### Routing congestion map, run 1

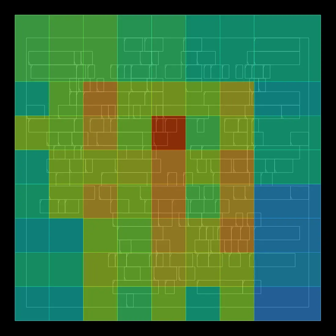
### Logic cells by family, run 1

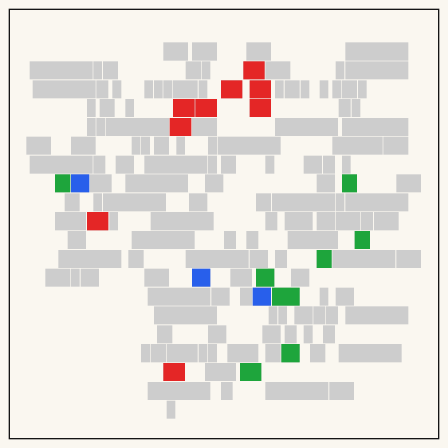
### Placement density heat map, run 1

The die is cut into 6 by 6 equal tiles; white is low, dark blue is high, 0 to 100% covered.
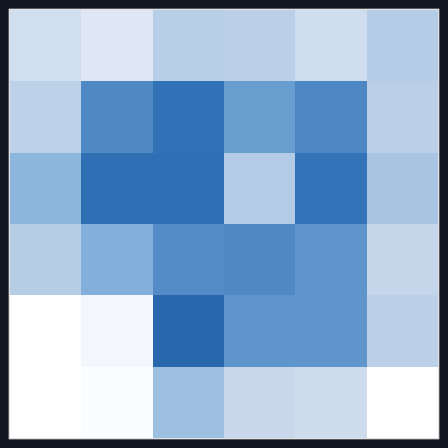
### Wiring by layer, run 1

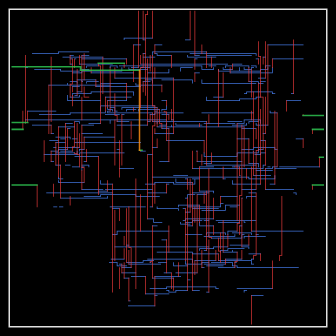
`config.mk`:
```
export PLATFORM = sky130hd
export DESIGN_NAME = uart_tx_param
export DESIGN_NICKNAME = d
export VERILOG_FILES = /design/src/rtl/uart_pkg.sv /design/src/rtl/uart_baud_tick.sv /design/src/rtl/uart_tx_param.sv
export SDC_FILE = /design/constraint.sdc
export NUM_CORES = 1
export LEC_CHECK = 0
export CAP_MARGIN = 20
export CORE_MARGIN = 2
export CORE_UTILIZATION = 40
export DETAILED_ROUTE_END_ITERATION = 10
export MAX_ROUTING_LAYER = met4
export SLEW_MARGIN = 10
export SYNTH_ARGS = -nofsm -noshare
export SYNTH_HDL_FRONTEND = slang
export SYNTH_SLANG_ARGS = --single-unit
export TNS_END_PERCENT = 1
```
`constraint.sdc`:
```
create_clock -name sys_clk -period 2 [get_ports sys_clk]
set_input_delay 0.2 -clock sys_clk [delete_from_list [all_inputs] [get_ports sys_clk]]
set_output_delay 0.2 -clock sys_clk [all_outputs]
set_load 0.02 [all_outputs]
```
`src/rtl/uart_pkg.sv`:
```
// Shared definitions for the parametrised UART transmitter.
//   PAR_NONE/PAR_EVEN/PAR_ODD : parity mode encodings
//   state_t                   : transmit FSM states
//   frame_bits()              : serial bits per frame (start + data + parity + stop)
package uart_pkg;

    localparam int unsigned PAR_NONE = 0;
    localparam int unsigned PAR_EVEN = 1;
    localparam int unsigned PAR_ODD  = 2;

    typedef enum logic [2:0] {
        IDLE   = 3'd0,
        START  = 3'd1,
        DATA   = 3'd2,
        PARITY = 3'd3,
        STOP   = 3'd4
    } state_t;

    // Number of serial bit periods in one complete frame.
    function automatic int unsigned frame_bits(input int unsigned data_bits,
                                               input int unsigned parity_mode,
                                               input int unsigned stop_bits);
        return 1 + data_bits + ((parity_mode != PAR_NONE) ? 1 : 0) + stop_bits;
    endfunction

endpackage

```
`src/rtl/uart_baud_tick.sv`:
```
// Baud-rate tick generator: counts 0..CLKS_PER_BIT-1 and flags the last
// cycle of every bit period. restart_i forces the count back to 0 so a new
// frame always begins on a full bit period.
//   sys_clk   : clock, rising edge
//   reset     : asynchronous, active-high reset
//   restart_i : restart the bit period on the next edge
//   tick_o    : high during the final cycle of each bit period
module uart_baud_tick #(
    parameter int unsigned CLKS_PER_BIT = 16
) (
    input  logic sys_clk,
    input  logic reset,
    input  logic restart_i,
    output logic tick_o
);

    localparam int unsigned CNT_W = (CLKS_PER_BIT > 1) ? $clog2(CLKS_PER_BIT) : 1;
    localparam logic [CNT_W-1:0] CNT_LAST = CNT_W'(CLKS_PER_BIT - 1);

    logic [CNT_W-1:0] cnt_q, cnt_d;
    logic             tick_q, tick_d;

    // Next count; tick is registered so it lines up with cnt_q == last.
    always_comb begin
        cnt_d = cnt_q + CNT_W'(1);
        if (restart_i || (cnt_q == CNT_LAST)) begin
            cnt_d = '0;
        end
        tick_d = (cnt_d == CNT_LAST);
    end

    always_ff @(posedge sys_clk or posedge reset) begin
        if (reset) begin
            cnt_q  <= '0;
            tick_q <= 1'b0;
        end else begin
            cnt_q  <= cnt_d;
            tick_q <= tick_d;
        end
    end

    assign tick_o = tick_q;

endmodule

```
`src/rtl/uart_tx_param.sv`:
```
// Parametrised UART transmitter with ready/valid input.
// Frame: START(0), DATA_BITS data LSB first, optional parity, STOP_BITS ones.
// Optional one-entry holding buffer for gap-free frames: define UART_TX_SKID_EN.
//   sys_clk  : clock, rising edge
//   reset    : asynchronous, active-high reset
//   in_valid : producer offers in_data
//   in_ready : a word is accepted on an edge with in_valid && in_ready
//   in_data  : payload word
//   tx       : registered serial output, idles high
//   busy     : high while a frame is on the line
//   done     : one-cycle pulse in the last cycle of the final stop bit
module uart_tx_param
    import uart_pkg::*;
#(
    parameter int unsigned DATA_BITS    = 8,
    parameter int unsigned CLKS_PER_BIT = 16,
    parameter int unsigned PARITY_MODE  = 0,
    parameter int unsigned STOP_BITS    = 1
) (
    input  logic                 sys_clk,
    input  logic                 reset,
    input  logic                 in_valid,
    output logic                 in_ready,
    input  logic [DATA_BITS-1:0] in_data,
    output logic                 tx,
    output logic                 busy,
    output logic                 done
);

    localparam int unsigned BIT_W      = 4;
    localparam int unsigned FRAME_BITS = frame_bits(DATA_BITS, PARITY_MODE, STOP_BITS);

    // Reject illegal configurations at elaboration.
    if (PARITY_MODE > PAR_ODD) begin : g_bad_parity
        $error("uart_tx_param: PARITY_MODE=%0d is illegal", PARITY_MODE);
    end
    if (DATA_BITS < 5 || DATA_BITS > 9) begin : g_bad_data_bits
        $error("uart_tx_param: DATA_BITS=%0d out of range 5..9", DATA_BITS);
    end
    if (STOP_BITS < 1 || STOP_BITS > 2) begin : g_bad_stop_bits
        $error("uart_tx_param: STOP_BITS=%0d must be 1 or 2", STOP_BITS);
    end
    if (CLKS_PER_BIT < 2) begin : g_bad_clks
        $error("uart_tx_param: CLKS_PER_BIT=%0d must be >= 2", CLKS_PER_BIT);
    end
    if (FRAME_BITS < 7 || FRAME_BITS > 13) begin : g_bad_frame
        $error("uart_tx_param: frame of %0d bits is not supported", FRAME_BITS);
    end

    state_t               state_q, state_d;
    logic [BIT_W-1:0]     bit_cnt_q, bit_cnt_d;
    logic [DATA_BITS-1:0] shift_q, shift_d;
    logic                 par_q, par_d;
    logic                 tx_q, tx_d;
    logic                 busy_q, busy_d;
    logic                 done_q, done_d;
    logic                 in_ready_q, in_ready_d;

    logic                 accept_c;
    logic                 load_en_c;
    logic [DATA_BITS-1:0] load_data_c;
    logic                 baud_tick;

`ifdef UART_TX_SKID_EN
    logic                 buf_valid_q, buf_valid_d;
    logic [DATA_BITS-1:0] buf_data_q, buf_data_d;
`endif

    assign accept_c = in_valid && in_ready_q;

    // Bit-period timing; restarted whenever a new frame is loaded.
    uart_baud_tick #(
        .CLKS_PER_BIT (CLKS_PER_BIT)
    ) u_baud (
        .sys_clk   (sys_clk),
        .reset     (reset),
        .restart_i (load_en_c),
        .tick_o    (baud_tick)
    );

    // Next-state, datapath and registered-output logic.
    always_comb begin
        state_d     = state_q;
        bit_cnt_d   = bit_cnt_q;
        shift_d     = shift_q;
        par_d       = par_q;
        load_en_c   = 1'b0;
        load_data_c = in_data;
        done_d      = 1'b0;
`ifdef UART_TX_SKID_EN
        buf_valid_d = buf_valid_q;
        buf_data_d  = buf_data_q;
`endif

        case (state_q)
            IDLE: begin
                if (accept_c) begin
                    load_en_c = 1'b1;
                end
            end
            START: begin
                if (baud_tick) begin
                    state_d   = DATA;
                    bit_cnt_d = '0;
                end
            end
            DATA: begin
                if (baud_tick) begin
                    shift_d = shift_q >> 1;
                    if (bit_cnt_q == BIT_W'(DATA_BITS - 1)) begin
                        bit_cnt_d = '0;
                        state_d   = (PARITY_MODE != PAR_NONE) ? PARITY : STOP;
                    end else begin
                        bit_cnt_d = bit_cnt_q + BIT_W'(1);
                    end
                end
            end
            PARITY: begin
                if (baud_tick) begin
                    state_d   = STOP;
                    bit_cnt_d = '0;
                end
            end
            STOP: begin
                if (baud_tick) begin
                    if (bit_cnt_q == BIT_W'(STOP_BITS - 1)) begin
                        done_d  = 1'b1;
                        state_d = IDLE;
`ifdef UART_TX_SKID_EN
                        // Buffered word goes straight to START, no idle gap.
                        if (buf_valid_q) begin
                            load_en_c   = 1'b1;
                            load_data_c = buf_data_q;
                            buf_valid_d = 1'b0;
                        end
`endif
                    end else begin
                        bit_cnt_d = bit_cnt_q + BIT_W'(1);
                    end
                end
            end
            default: begin
                state_d = IDLE;
            end
        endcase

        // Latch a new frame; parity comes from the latched word only.
        if (load_en_c) begin
            state_d   = START;
            bit_cnt_d = '0;
            shift_d   = load_data_c;
            par_d     = (PARITY_MODE == PAR_ODD) ? ~(^load_data_c) : (^load_data_c);
        end

`ifdef UART_TX_SKID_EN
        // Words accepted mid-frame park in the buffer; IDLE accepts bypass it.
        if (accept_c && (state_q != IDLE)) begin
            buf_valid_d = 1'b1;
            buf_data_d  = in_data;
        end
        in_ready_d = ~buf_valid_d;
`else
        in_ready_d = (state_d == IDLE);
`endif

        // Line level follows the current state one cycle later.
        case (state_q)
            START:   tx_d = 1'b0;
            DATA:    tx_d = shift_q[0];
            PARITY:  tx_d = par_q;
            default: tx_d = 1'b1;
        endcase
        busy_d = (state_q != IDLE);
    end

    always_ff @(posedge sys_clk or posedge reset) begin
        if (reset) begin
            state_q    <= IDLE;
            bit_cnt_q  <= '0;
            shift_q    <= '0;
            par_q      <= 1'b0;
            tx_q       <= 1'b1;
            busy_q     <= 1'b0;
            done_q     <= 1'b0;
            in_ready_q <= 1'b0;
        end else begin
            state_q    <= state_d;
            bit_cnt_q  <= bit_cnt_d;
            shift_q    <= shift_d;
            par_q      <= par_d;
            tx_q       <= tx_d;
            busy_q     <= busy_d;
            done_q     <= done_d;
            in_ready_q <= in_ready_d;
        end
    end

`ifdef UART_TX_SKID_EN
    always_ff @(posedge sys_clk or posedge reset) begin
        if (reset) begin
            buf_valid_q <= 1'b0;
            buf_data_q  <= '0;
        end else begin
            buf_valid_q <= buf_valid_d;
            buf_data_q  <= buf_data_d;
        end
    end
`endif

    assign tx       = tx_q;
    assign busy     = busy_q;
    assign done     = done_q;
    assign in_ready = in_ready_q;

endmodule
```
==> run notes, run 1 <==
State of the implementation.

- The path class of the tightest hold or removal check is in2async.
- In this run the critical register-to-register path is captured at bit_cnt_q[3].
- The registers reported with the highest flop counts are shift_q: 8 flops, bit_cnt_q: 4 flops, u_baud.cnt_q: 4 flops.
- The fraction of the mapped netlist area in adder cells is 2.814%, for reference.
- The total standard cell area after synthesis is 1334 µm², for reference.
- After layout the clock buffers and inverters come to under 10% of cell area.
- In this run, the clock network consumes between 20 and 30% of the power.
- The switching part of the total is a little under a quarter, for reference.
- Between clock sinks in the finished design, the worst skew comes to 0.009027 ns.
- The number of rows created at floorplan is 20, for reference.
- The storage element area is 626.9 µm², for reference.
- The count of antenna-violating nets left after detailed routing is 0, for reference.
- Looking at the reg2reg group, the worst path starts from state_q[2].
- The source of the critical timing path is tx, for reference.
- The routed wire length is between 2000 and 2500 µm, for reference.
- The total net switching power is about 180 µW, for reference.
- Looking at the clock tree report, the H-tree level count equals 1.
- Across all stage logs, warnings added up to 27.
- The script logs the mean routed wire length per placed instance as roughly 12 µm.
- The highest metal layer carrying signal wires in the routed design is met4.
- The critical path arrival is approximately 1.5 ns, for reference.
- The die is approximately 62 µm tall.
- The number of setup violations in the final report is 0, for reference.
- The run finished with clean final reports.
About 'Routing congestion map':
combined global-route utilization of all metal layers: 15.50%
global-route layer with the greatest usage: met1

About 'Logic cells by family':
colour	family	cells	most used
green	and/or cells	8	and3_1
red	xor and xnor cells	9	xnor2_1
blue	non-inverting ao/oa cells	3	a21o_1

About 'Placement density heat map':
emptiest ninth of the die	south-west
tiles over 75% full	2.8%
mean over tiles	39%

About 'Wiring by layer':
colour	layer	wire length
green	M3	49.4 µm
blue	M1	1230 µm
orange	M4	15.6 µm
red	M2	1090 µm

==> inputs of run 2 (changes only) <==
==> constraint.sdc (replaced) <==
create_clock -name sys_clk -period 1.6 [get_ports sys_clk]
set_input_delay 0.16 -clock sys_clk [delete_from_list [all_inputs] [get_ports sys_clk]]
set_output_delay 0.16 -clock sys_clk [all_outputs]
set_load 0.02 [all_outputs]
### Signal wires on met2, run 2

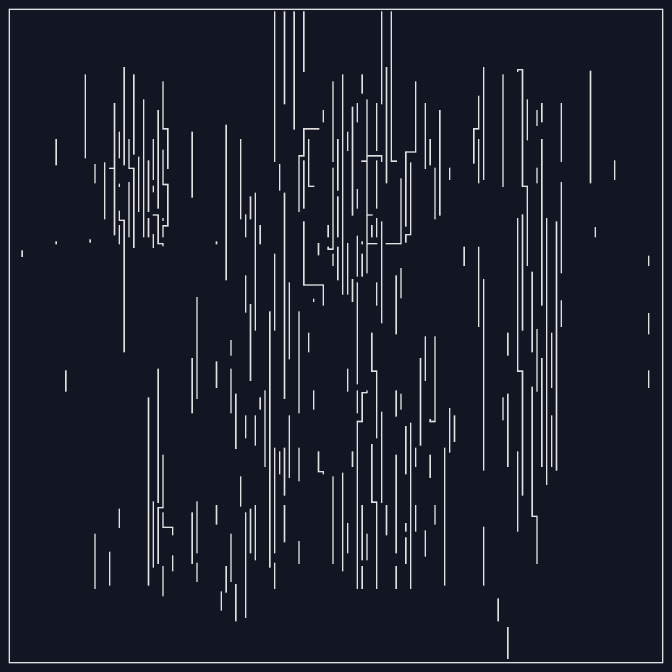
main direction	vertical
nets with wire on the layer	136
longest straight run	25.2 µm
wire length on this layer	1240 µm
share of all routed wire	49%

### Wiring by layer, run 2

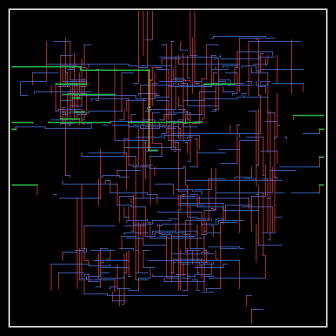
average wire per standard cell: 12.88 µm
via count: 1003
combined global-route utilization of all metal layers: 16.21%

==> run notes, run 2 <==
State of the implementation.

- The clock share of power was 29.2% (about the same).
- The total net switching power is 233.3 µW (+27%), for reference.
- The leakage power in the latest report is about 0.7 nW.
- The worst-case clock skew was 0.01449 ns (+0.005459 ns).
- The launch point of the critical path was reported as state_q[1].
- The power attributed to the clock group is a little under 300 µW, for reference.
- Excluding fillers, the count of instances in the completed layout stands at between 150 and 200.
- The cell type with the largest total area is sky130_fd_sc_hd__dfrtp_1, for reference.
- The switching part of the total was 23.18% (+0.17 points).
- The slew check shows that the tightest pin keeps a relative margin of roughly 73%.
- The async set-or-reset flop fraction in the synthesized netlist is 100.0%, for reference.
- Per the post-run analysis, buffers plus inverters along the critical path come to 1.
- The tally of OpenROAD warnings is 28 (+3.7%).
- The commonest register cell is sky130_fd_sc_hd__dfrtp_1.
- The top routing layer in use is met4, for reference.
- The routed wire length is 2538 µm (+6.2%), for reference.
- The slew of the pin with the lowest slew margin is 0.4026 ns, for reference.
- The startpoint of the worst register-to-register path is state_q[1], for reference.
- The largest registers in the layout are shift_q: 8 flops, bit_cnt_q: 4 flops, u_baud.cnt_q: 4 flops.
- The storage element area is 626.9 µm² (unchanged), for reference.
- The count of antenna-violating nets left after detailed routing came to 0 (unchanged).
- The number of rows created at floorplan is 20 (unchanged), for reference.
- The non-clock inverter count in the final layout is 7, for reference.
- The number of well taps is about 44, for reference.
- Grouping non-sequential cells by family puts the most area in simple AND/OR/NAND/NOR gates.
- The clock distribution area overhead in the final layout is 1.881% (-0.074 points), for reference.
- The global route stage reports its total congestion overflow as 0.
- The chip height is 61.75 µm (unchanged), for reference.
- The fraction of the mapped netlist area in adder cells is 2.814% (unchanged).
- The run finished with clean final reports.
- STA classifies the critical path endpoint as a flop.
- Looking at the critical path, the highest net fanout was 14.
- With fillers left out, the area of the finished cells amounts to between 1500 and 2000 µm².
- Counting plain and timing-repair buffers in the layout gives 21.
- The total standard cell area after synthesis came to 1334 µm² (unchanged).
- In this run the mean area of a mapped cell was 9.807 µm².
- Global routing put the most usage on met2.
- At floorplan, the net count of the design was reported as ~150.
- The capturing point of the worst reg2reg path is bit_cnt_q[1], for reference.
- The number of levels the H-tree was split into is 1 (unchanged), for reference.
- The worst min-delay path category is in2async, for reference.
- The critical path arrival is 1.69 ns (+0.24 ns).
- The pre-CTS setup check shows a worst slack of approximately 0.042 ns.
==> inputs of run 3 (changes only) <==
--- a/config.mk
+++ b/config.mk
@@ -8,9 +8,9 @@
 export CAP_MARGIN = 20
 export CORE_MARGIN = 2
 export CORE_UTILIZATION = 40
+export CTS_BUF_LIST = sky130_fd_sc_hd__clkbuf_8
 export DETAILED_ROUTE_END_ITERATION = 10
 export MAX_ROUTING_LAYER = met4
-export SLEW_MARGIN = 10
 export SYNTH_ARGS = -nofsm -noshare
 export SYNTH_HDL_FRONTEND = slang
 export SYNTH_SLANG_ARGS = --single-unit
### Wiring by layer, run 3

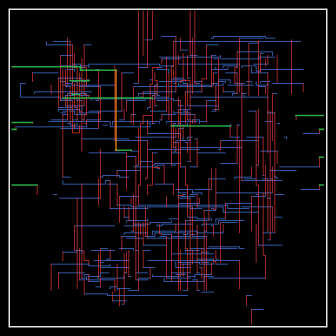
colour	layer	wire length
orange	M4	15.6 µm
red	M2	1270 µm
blue	M1	1210 µm
green	M3	74.7 µm

### Routing congestion map, run 3

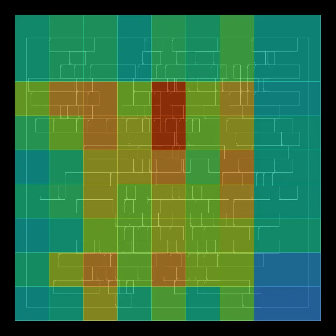
average wire per standard cell: 13.04 µm
global-route layer with the greatest usage: met2
global routing met3 resource utilization: 2.484%
global routing usage on met2: 26.17%
Final Util: 52.02%

==> run notes, run 3 <==
State of the implementation.

- The average footprint of a synthesized cell is 9.807 µm² (unchanged), for reference.
- The routed wire length is 2568 µm (+1.2%).
- The top routing layer in use is met4, for reference.
- The storage element area is 626.9 µm² (unchanged), for reference.
- The total non-filler cell area in the finished layout came to 1614 µm² (+1.1%).
- After synthesis, the largest family of logic cells by area is simple AND/OR/NAND/NOR gates.
- The number of buffers and inverters on the critical path came to 1 (unchanged).
- The path class of the tightest hold or removal check is in2async.
- In the synthesized netlist the dominant register cell turns out to be sky130_fd_sc_hd__dfrtp_1.
- The total standard cell area after synthesis is 1334 µm² (unchanged).
- The number of rows created at floorplan is 20 (unchanged), for reference.
- The detailed-route via count is 997 (-0.60%), for reference.
- The number of ordinary and repair buffers in the finished layout is 21 (unchanged), for reference.
- The chip height is 61.75 µm (unchanged), for reference.
- The total leakage power is 0.6844 nW (-2.3%), for reference.
- The worst-case clock skew was 0.008605 ns (-0.005881 ns).
- The async set-or-reset flop fraction in the synthesized netlist came to 100.0% (unchanged).
- The number of levels the H-tree was split into is 1 (unchanged), for reference.
- The total congestion overflow is 0 (unchanged).
- The run finished with clean final reports.
- The count of antenna-violating nets left after detailed routing was 0 (unchanged).
- The clock distribution area overhead in the final layout is 3.023% (+1.1 points), for reference.
- The highest fanout seen on the critical path is 1 (-13), for reference.
- The critical path arrival is 1.38 ns (-0.31 ns), for reference.
- Looking at the reg2reg group, the worst path starts from state_q[1].
- The largest registers in the layout are shift_q: 8 flops, bit_cnt_q: 4 flops, u_baud.cnt_q: 4 flops.
- The tally of OpenROAD warnings is 28 (unchanged), for reference.
- The clock share of power is 35.0% (+5.8 points), for reference.
- The worst slack after detailed placement is 0.04220 ns (unchanged), for reference.
- The fraction of the mapped netlist area in adder cells was 2.814% (unchanged).
- The switching part of the total is 22.14% (-1.0 points), for reference.
- The post-synth net total was 150 (unchanged).
- The non-filler instance count after layout was 197 (unchanged).
Power is estimated from default activity; no workload was simulated.
